**Selected gate families**

Drawn at 12 px/um.
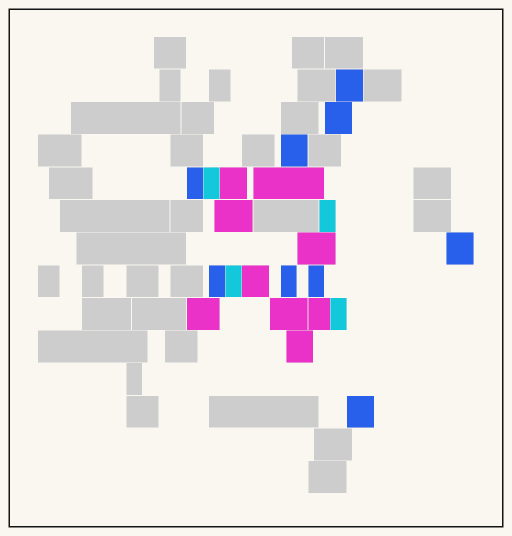
**Ports around the boundary**

Drawn at 6 px/um. Pins as bars across the die edge, other pins in gray.
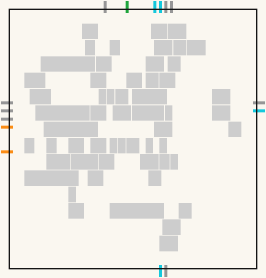
===== src/rtl/stream_select_arbiter.sv =====
// Packet-granular round-robin scheduler for the stream multiplexer's select stream.
// One stream index is issued per packet, with an optional burst allowance per stream.
module stream_select_arbiter #(
    parameter int NUM_STREAMS = 4,
    parameter int MAX_BURST   = 1,
    parameter int IDX_W       = $clog2(NUM_STREAMS)
) (
    input  logic                   clk,
    input  logic                   rst_n,
    input  logic [NUM_STREAMS-1:0] req,
    input  logic [NUM_STREAMS-1:0] enable,
    output logic                   select_valid,
    input  logic                   select_ready,
    output logic [IDX_W-1:0]       select_data,
    output logic                   busy
);

    localparam int CNT_W = $clog2(MAX_BURST + 1);

    typedef enum logic {
        IDLE,
        GRANT
    } state_t;

    state_t               state;
    state_t               state_nxt;
    logic [IDX_W-1:0]     ptr;
    logic [IDX_W-1:0]     ptr_nxt;
    logic [IDX_W-1:0]     cur;
    logic [IDX_W-1:0]     cur_nxt;
    logic [CNT_W-1:0]     burst_cnt;
    logic [CNT_W-1:0]     burst_cnt_nxt;
    logic [NUM_STREAMS-1:0] elig;
    logic [IDX_W-1:0]     winner;
    logic                 win_found;
    logic [IDX_W-1:0]     cur_inc;
    logic                 keep_burst;

    assign elig = req & enable;

    // Scan from ptr upward with wrap; the first eligible stream wins.
    always_comb begin
        int idx;
        winner    = '0;
        win_found = 1'b0;
        idx       = 0;
        for (int k = 0; k < NUM_STREAMS; k++) begin
            idx = int'(ptr) + k;
            if (idx >= NUM_STREAMS) begin
                idx = idx - NUM_STREAMS;
            end
            if (!win_found && elig[IDX_W'(idx)]) begin
                winner    = IDX_W'(idx);
                win_found = 1'b1;
            end
        end
    end

    assign cur_inc    = (cur == IDX_W'(NUM_STREAMS - 1)) ? '0 : cur + 1'b1;
    assign keep_burst = ((int'(burst_cnt) + 1) < MAX_BURST) && elig[cur];

    always_ff @(posedge clk or negedge rst_n) begin
        if (!rst_n) begin
            state     <= IDLE;
            ptr       <= '0;
            cur       <= '0;
            burst_cnt <= '0;
        end else begin
            state     <= state_nxt;
            ptr       <= ptr_nxt;
            cur       <= cur_nxt;
            burst_cnt <= burst_cnt_nxt;
        end
    end

    always_comb begin
        state_nxt     = state;
        ptr_nxt       = ptr;
        cur_nxt       = cur;
        burst_cnt_nxt = burst_cnt;
        case (state)
            IDLE: begin
                if (win_found) begin
                    cur_nxt       = winner;
                    burst_cnt_nxt = '0;
                    state_nxt     = GRANT;
                end
            end
            GRANT: begin
                // The grant is only ever released by a handshake, never revoked.
                if (select_ready) begin
                    if (keep_burst) begin
                        burst_cnt_nxt = burst_cnt + 1'b1;
                    end else begin
                        ptr_nxt       = cur_inc;
                        burst_cnt_nxt = '0;
                        state_nxt     = IDLE;
                    end
                end
            end
            default: begin
                state_nxt = IDLE;
            end
        endcase
    end

    assign select_valid = (state == GRANT);
    assign select_data  = cur;
    assign busy         = select_valid;

endmodule


===== config.mk =====
export PLATFORM = sky130hd
export DESIGN_NAME = stream_select_arbiter
export DESIGN_NICKNAME = d
export VERILOG_FILES = /design/src/rtl/stream_select_arbiter.sv
export SDC_FILE = /design/constraint.sdc
export NUM_CORES = 1
export LEC_CHECK = 0
export CAP_MARGIN = 20
export CORE_AREA = 2 2 39 41
export CTS_CLUSTER_DIAMETER = 60
export DETAILED_ROUTE_END_ITERATION = 8
export DIE_AREA = 0 0 41 43
export SLEW_MARGIN = 30
export SYNTH_ARGS = -nofsm -noshare
export SYNTH_HDL_FRONTEND = slang
export SYNTH_SLANG_ARGS = --single-unit

===== constraint.sdc =====
create_clock -name clk -period 1.4 [get_ports clk]
set_clock_uncertainty 0.2 [all_clocks]
set_input_delay 0.42 -clock clk [delete_from_list [all_inputs] [get_ports clk]]
set_output_delay 0.42 -clock clk [all_outputs]
set_load 0.01 [all_outputs]

==> CHANGELOG.md <==
### Implementation results

* Yosys cell types at 16
* Hold_ws at around 0.20 ns
* Chip Area at ~0.0018 mm^2
* Area growth, synth to finish at 64.80%
* Count of library flops with an enable pin at 0
* Count of non-CTS buffers in the layout at 20
* WP data required at around 0.8 ns
* Max power group: combinational cells
* Crit-path max FO at 2
* CP max-delay cell: dfrtp_1
* Sequential cell power at 0.268 mW
* Ys Warns at 0
* Cell Count Post-Placement at between 60 and 70
* Max-area cell share at 40.00%
* Worst path top cell family by delay: flip-flops
* Largest net degree at the start of global routing at 7
* Slew headroom at about 85%
* CTS sink cnt at 5
* Insertion Delay late pin at 0.24 ns
* Tap Cells at 16
* Tool warnings at 27
* Final Net Count at about 69
* Final worst slack at roughly 0.021 ns
* Crit path kind: reg2out
* Mapped cell area at 312.8 um^2
* Crit. End Element: output port
* Cell area after layout at 515.5 um^2
* CP Buf/Inv Count at 1
* Status: finished, final reports clean
* Antenna violations before repair at 0
* Core outline area at about 0.0014 mm^2
* CTS tree: built
* Synthesized instance count at 33
* Logic cell area at between 150 and 200 um^2
* Commonest cells in the netlist: nand2_1 (6), dfrtp_1 (5), inv_1 (4)
* Delay of the slowest cell on the worst path at ~0.38 ns
* Ant. Diodes at 0
* Sequential share of power at a little over a third
* Site Rows at 14
* Reg2Reg Setup Slack at around 0.030 ns
## Picture notes: 'selected gate families'
color	family	cells
blue	NAND gates	9
cyan	inverters	4
magenta	inverting AOI/OAI gates	9
final non-filler cell total: 72
Top cell excl fill/tap: dlygate4sd2_1
Comb area share: 33.74%

## Picture notes: 'ports around the boundary'
color	port	pins	direction	edge
orange	select_data	2	output	left
cyan	req	4	input	2 top, 1 bottom, 1 right
green	busy	1	output	top
all pins by edge	6 top, 5 left, 2 bottom, 2 right
I/O Buffers: 14
die height: 43 um
Die Width: 41 um

Power is estimated from default activity; no workload was simulated.
